$ cat config.mk
export PLATFORM = sky130hd
export DESIGN_NAME = pipeline_hazard_ctrl_flat
export DESIGN_NICKNAME = d
export VERILOG_FILES = /design/src/rtl/pipeline_hazard_ctrl_if.sv /design/src/rtl/pipeline_hazard_ctrl.sv /design/src/flat_wrapper.sv
export SDC_FILE = /design/constraint.sdc
export NUM_CORES = 1
export LEC_CHECK = 0
export CORE_MARGIN = 5
export CORE_UTILIZATION = 40
export CTS_BUF_LIST = sky130_fd_sc_hd__clkbuf_16
export CTS_CLUSTER_DIAMETER = 30
export DETAILED_ROUTE_END_ITERATION = 7
export HOLD_SLACK_MARGIN = 0.02
export PLACE_DENSITY = 0.82
export SLEW_MARGIN = 25
export SYNTH_ARGS = -nofsm -noshare
export SYNTH_HDL_FRONTEND = slang
export SYNTH_SLANG_ARGS = --single-unit
$ cat constraint.sdc
create_clock -name Clk -period 2.6 [get_ports Clk]
set_input_delay 0.39 -clock Clk [delete_from_list [all_inputs] [get_ports Clk]]
set_output_delay 0.39 -clock Clk [all_outputs]
set_load 0.005 [all_outputs]
$ cat src/rtl/pipeline_hazard_ctrl_if.sv
// Pipeline-side signal bundle for the hazard controller: hazard sources
// observed in the ID and EX stages, and the stall/flush controls returned
// to the pipeline registers and PC.
interface pipeline_hazard_ctrl_if;
    logic        IDEX_MemRead;
    logic [4:0]  IDEX_Rt;
    logic [4:0]  IFID_Rs;
    logic [4:0]  IFID_Rt;
    logic        IFID_UsesRt;
    logic        BranchTaken;
    logic        MultiCycleStart;
    logic [3:0]  MultiCycleLen;
    logic        PCHold;
    logic        IFIDWrite;
    logic        FlushSignal;
    logic        IDEXBubble;
    logic [15:0] StallCount;

    // The pipeline datapath drives hazard sources and consumes controls.
    modport master (
        output IDEX_MemRead, IDEX_Rt, IFID_Rs, IFID_Rt, IFID_UsesRt,
        output BranchTaken, MultiCycleStart, MultiCycleLen,
        input  PCHold, IFIDWrite, FlushSignal, IDEXBubble, StallCount
    );

    // The hazard controller observes hazard sources and drives controls.
    modport slave (
        input  IDEX_MemRead, IDEX_Rt, IFID_Rs, IFID_Rt, IFID_UsesRt,
        input  BranchTaken, MultiCycleStart, MultiCycleLen,
        output PCHold, IFIDWrite, FlushSignal, IDEXBubble, StallCount
    );
endinterface

$ cat src/rtl/pipeline_hazard_ctrl.sv
// Hazard controller for a 5-stage in-order pipeline.
// Handles three hazard classes:
//   - taken branch/jump: flush IF/ID for FLUSH_DEPTH consecutive cycles
//   - multi-cycle op (mul/div): hold PC and IF/ID for N cycles after launch
//   - load-use: single-cycle hold with a bubble into ID/EX
// Control outputs are decoded combinationally from state and inputs so
// they act in the same cycle the hazard is seen. A saturating counter
// records how many cycles IF/ID was held.
module pipeline_hazard_ctrl #(
    parameter int FLUSH_DEPTH = 1
) (
    input logic                  Clk,
    input logic                  Rst,
    pipeline_hazard_ctrl_if.slave bus
);

    typedef enum logic [1:0] {
        ST_RUN    = 2'd0,
        ST_MCWAIT = 2'd1,
        ST_FLUSH  = 2'd2
    } state_t;

    localparam logic [3:0] FLUSH_RELOAD = 4'(FLUSH_DEPTH - 1);

    state_t      state_r;
    state_t      next_state_s;
    logic [3:0]  cnt_r;
    logic [3:0]  next_cnt_s;
    logic [15:0] stall_count_r;

    logic        load_use_s;
    logic        pc_hold_s;
    logic        ifid_write_s;
    logic        flush_s;
    logic        idex_bubble_s;

    // A load in EX whose destination is read by the instruction in ID.
    // Register 0 is hard-wired zero and never creates a dependency.
    function automatic logic load_use_hazard(
        input logic       mem_read,
        input logic [4:0] ex_rt,
        input logic [4:0] id_rs,
        input logic [4:0] id_rt,
        input logic       id_uses_rt
    );
        load_use_hazard = mem_read && (ex_rt != 5'd0) &&
                          ((ex_rt == id_rs) || (id_uses_rt && (ex_rt == id_rt)));
    endfunction

    assign load_use_s = load_use_hazard(bus.IDEX_MemRead, bus.IDEX_Rt,
                                        bus.IFID_Rs, bus.IFID_Rt,
                                        bus.IFID_UsesRt);

    // Decode control outputs and next state from the current state and inputs.
    always_comb begin
        next_state_s  = state_r;
        next_cnt_s    = cnt_r;
        pc_hold_s     = 1'b0;
        ifid_write_s  = 1'b0;
        flush_s       = 1'b0;
        idex_bubble_s = 1'b0;

        case (state_r)
            ST_RUN: begin
                if (bus.BranchTaken) begin
                    flush_s       = 1'b1;
                    idex_bubble_s = 1'b1;
                    if (FLUSH_DEPTH > 1) begin
                        next_state_s = ST_FLUSH;
                        next_cnt_s   = FLUSH_RELOAD;
                    end else begin
                        next_state_s = ST_RUN;
                        next_cnt_s   = 4'd0;
                    end
                end else if (bus.MultiCycleStart && (bus.MultiCycleLen != 4'd0)) begin
                    // Launch cycle itself lets the op enter EX; holds start next cycle.
                    next_state_s = ST_MCWAIT;
                    next_cnt_s   = bus.MultiCycleLen;
                end else if (load_use_s) begin
                    pc_hold_s     = 1'b1;
                    ifid_write_s  = 1'b1;
                    idex_bubble_s = 1'b1;
                end else begin
                    next_state_s = ST_RUN;
                end
            end
            ST_MCWAIT: begin
                pc_hold_s     = 1'b1;
                ifid_write_s  = 1'b1;
                idex_bubble_s = 1'b1;
                if (cnt_r <= 4'd1) begin
                    next_state_s = ST_RUN;
                    next_cnt_s   = 4'd0;
                end else begin
                    next_cnt_s = cnt_r - 4'd1;
                end
            end
            ST_FLUSH: begin
                flush_s       = 1'b1;
                idex_bubble_s = 1'b1;
                if (cnt_r <= 4'd1) begin
                    next_state_s = ST_RUN;
                    next_cnt_s   = 4'd0;
                end else begin
                    next_cnt_s = cnt_r - 4'd1;
                end
            end
            default: begin
                next_state_s = ST_RUN;
                next_cnt_s   = 4'd0;
            end
        endcase

        // Reset suppresses every control so an aborted sequence leaves no stall.
        if (Rst) begin
            pc_hold_s     = 1'b0;
            ifid_write_s  = 1'b0;
            flush_s       = 1'b0;
            idex_bubble_s = 1'b0;
        end else begin
            pc_hold_s = pc_hold_s;
        end
    end

    // State and sequence counter update.
    always_ff @(posedge Clk) begin
        if (Rst) begin
            state_r <= ST_RUN;
            cnt_r   <= 4'd0;
        end else begin
            state_r <= next_state_s;
            cnt_r   <= next_cnt_s;
        end
    end

    // Saturating count of cycles in which IF/ID was held.
    always_ff @(posedge Clk) begin
        if (Rst) begin
            stall_count_r <= 16'd0;
        end else if (ifid_write_s && (stall_count_r != 16'hFFFF)) begin
            stall_count_r <= stall_count_r + 16'd1;
        end else begin
            stall_count_r <= stall_count_r;
        end
    end

    assign bus.PCHold      = pc_hold_s;
    assign bus.IFIDWrite   = ifid_write_s;
    assign bus.FlushSignal = flush_s;
    assign bus.IDEXBubble  = idex_bubble_s;
    assign bus.StallCount  = stall_count_r;

endmodule

$ cat src/flat_wrapper.sv
// flat-port wrapper written by rule: the top's interface ports become plain ports
module pipeline_hazard_ctrl_flat 
#(
    parameter int FLUSH_DEPTH = 1
)
  (Clk, Rst, bus_IDEX_MemRead, bus_IDEX_Rt, bus_IFID_Rs, bus_IFID_Rt, bus_IFID_UsesRt, bus_BranchTaken, bus_MultiCycleStart, bus_MultiCycleLen, bus_PCHold, bus_IFIDWrite, bus_FlushSignal, bus_IDEXBubble, bus_StallCount);
  pipeline_hazard_ctrl_if bus_i ();
  input logic Clk;
  input logic Rst;
  input wire logic [$bits(bus_i.IDEX_MemRead)-1:0] bus_IDEX_MemRead;
  input wire logic [$bits(bus_i.IDEX_Rt)-1:0] bus_IDEX_Rt;
  input wire logic [$bits(bus_i.IFID_Rs)-1:0] bus_IFID_Rs;
  input wire logic [$bits(bus_i.IFID_Rt)-1:0] bus_IFID_Rt;
  input wire logic [$bits(bus_i.IFID_UsesRt)-1:0] bus_IFID_UsesRt;
  input wire logic [$bits(bus_i.BranchTaken)-1:0] bus_BranchTaken;
  input wire logic [$bits(bus_i.MultiCycleStart)-1:0] bus_MultiCycleStart;
  input wire logic [$bits(bus_i.MultiCycleLen)-1:0] bus_MultiCycleLen;
  output wire logic [$bits(bus_i.PCHold)-1:0] bus_PCHold;
  output wire logic [$bits(bus_i.IFIDWrite)-1:0] bus_IFIDWrite;
  output wire logic [$bits(bus_i.FlushSignal)-1:0] bus_FlushSignal;
  output wire logic [$bits(bus_i.IDEXBubble)-1:0] bus_IDEXBubble;
  output wire logic [$bits(bus_i.StallCount)-1:0] bus_StallCount;
  assign bus_i.IDEX_MemRead = bus_IDEX_MemRead;
  assign bus_i.IDEX_Rt = bus_IDEX_Rt;
  assign bus_i.IFID_Rs = bus_IFID_Rs;
  assign bus_i.IFID_Rt = bus_IFID_Rt;
  assign bus_i.IFID_UsesRt = bus_IFID_UsesRt;
  assign bus_i.BranchTaken = bus_BranchTaken;
  assign bus_i.MultiCycleStart = bus_MultiCycleStart;
  assign bus_i.MultiCycleLen = bus_MultiCycleLen;
  assign bus_PCHold = bus_i.PCHold;
  assign bus_IFIDWrite = bus_i.IFIDWrite;
  assign bus_FlushSignal = bus_i.FlushSignal;
  assign bus_IDEXBubble = bus_i.IDEXBubble;
  assign bus_StallCount = bus_i.StallCount;
  pipeline_hazard_ctrl #(.FLUSH_DEPTH(FLUSH_DEPTH)) u_core (.Clk(Clk), .Rst(Rst), .bus(bus_i));
endmodule
Figure 1. Met3 routing.
Scale: 6 px per um. Cells faint in the background.
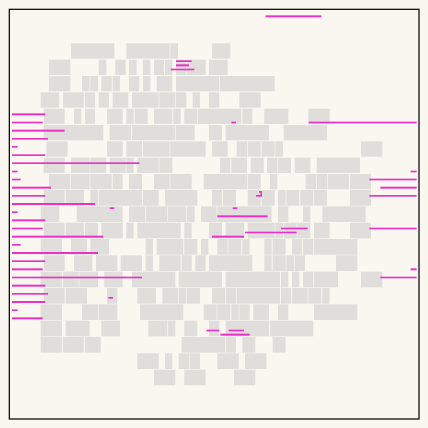
- wire length on this layer: 279 um
- nets with wire on the layer: 47
Post-Route WL: 3300 um
via count: 1409
met3 Track Usage GR: 3.28%

Figure 2. Clock nets.
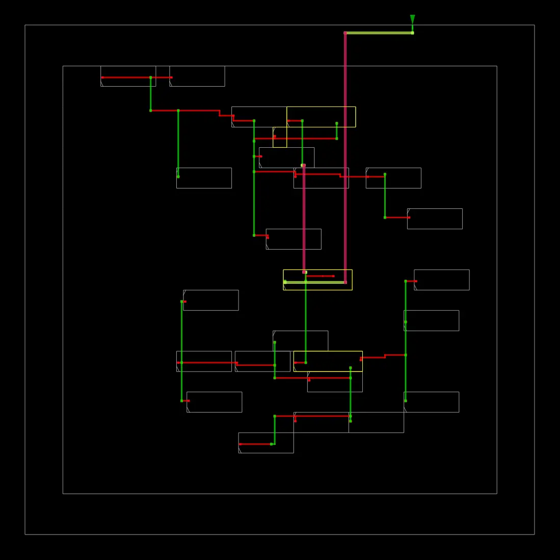
clk ins delay skew pair: 250 ps
Clock Skew: 0.946 ps
Clock Power: 0.328 mW

==> flow_summary.yaml <==
# yosys + openroad results
critical_path:
  startpoint_type: "input port"
  crit_cells: 7
  worstSetupPathType: "in2out"
  critical_path_buf_inv_count: 2
  cp.required_ps: 2210
  cp.arrival_ps: 2120
  cp-endpoint: "bus_PCHold"
  cp_slowest_stage_delay_ps: 550
placement:
  io_buffers: 44
  place_inst: 266
die:
  io_pins: 45
  rows: 21
  core_area_sq_um: 3310
  tap_cells: 46
yosys:
  ys_async_sr_fraction_pct: 0
  ys_cells: 166
  ys_area_sq_um: 1350
  ff_type: "dfxtp_1"
  syn_area_sq_um: 1350
  syn_area_per_cell_sq_um: 8.12
  postSynthSeqShare_pct: 31.2
timing:
  fmax_ghz: 0.399
  timing.final.crit_share_pct: 96.5
  report.final.setup_viol: 0
  fin_tns_setup_ps: 0
  rsz0062_at_grt: "false"
  fin_ws_ps: 91.8
cts:
  clk_pin_slew_ps: 60
  cts.sinks: 21
  ctsHoldBuffers: 0
  cts_root_buffer: "clkbuf_16"
  cts_setup_buffers: 2
  clockBufferDepth: 2
  cts_buffers: 3
power:
  clock_power_share_pct: 40.2
  swShare_pct: 23.7
  p_total_mw: 0.816
  power_frac_seq_pct: 41.3
  power_top_consumer: "registers"
  p_switching_mw: 0.193
  p_int_mw: 0.623
  p_seq_mw: 0.337
  p_leak_nw: 0.703
  power_frac_comb_pct: 18.6
  pg_comb_mw: 0.152
run:
  openroad.warnings: 27
grt:
  use_met2_pct: 26.6
  grtUsageTotal_pct: 15.5
  busiest_layer: "met2"
routing:
  route.met2.wl_um: 1550
  routed_via_density: 5.18
  drc_errors: 0
  met1_length_um: 1400
final_layout:
  largest_reg_flops: 16
  layout-drive-gt1-share_pct: 14.6
  sh_seq_area_pct: 20.7
  comb_share_pct: 43.2
  nNonClkBuffers: 62
run_status:
  outcome: "completed"
## logic make-up after synthesis
| logic type | Yosys count | synth area share (%) |
|---|---|---|
| AND/OR/NAND/NOR | 77 | 30.7 |
| buffers and inverters | 12 | 4.18 |
| adder cells (fa/ha/maj) | 3 | 2.79 |
| AND-OR/OR-AND | 37 | 20.2 |
| multiplexers | 3 | 2.41 |
| flip-flops | 21 | 31.2 |
| XOR/XNOR | 13 | 8.45 |
## synthesized netlist by cell type (3+ instances only)
cell type  instances  share of area [%]
dfxtp_1           21                 31
nand2_1           17                4.7
nor2_1            15                4.2
or3_1             13                6.0
a21oi_1           12                4.5
o21ai_0           12                4.5
xnor2_1           11                7.1
nand4_1            7                3.2
inv_1              6                1.7
nor3_1             5                1.9
clkbuf_1           4                1.1
nand3_1            4                1.5
ha_1               3                2.8
nor4_1             3                1.4
Power and IR drop assume default switching activity.
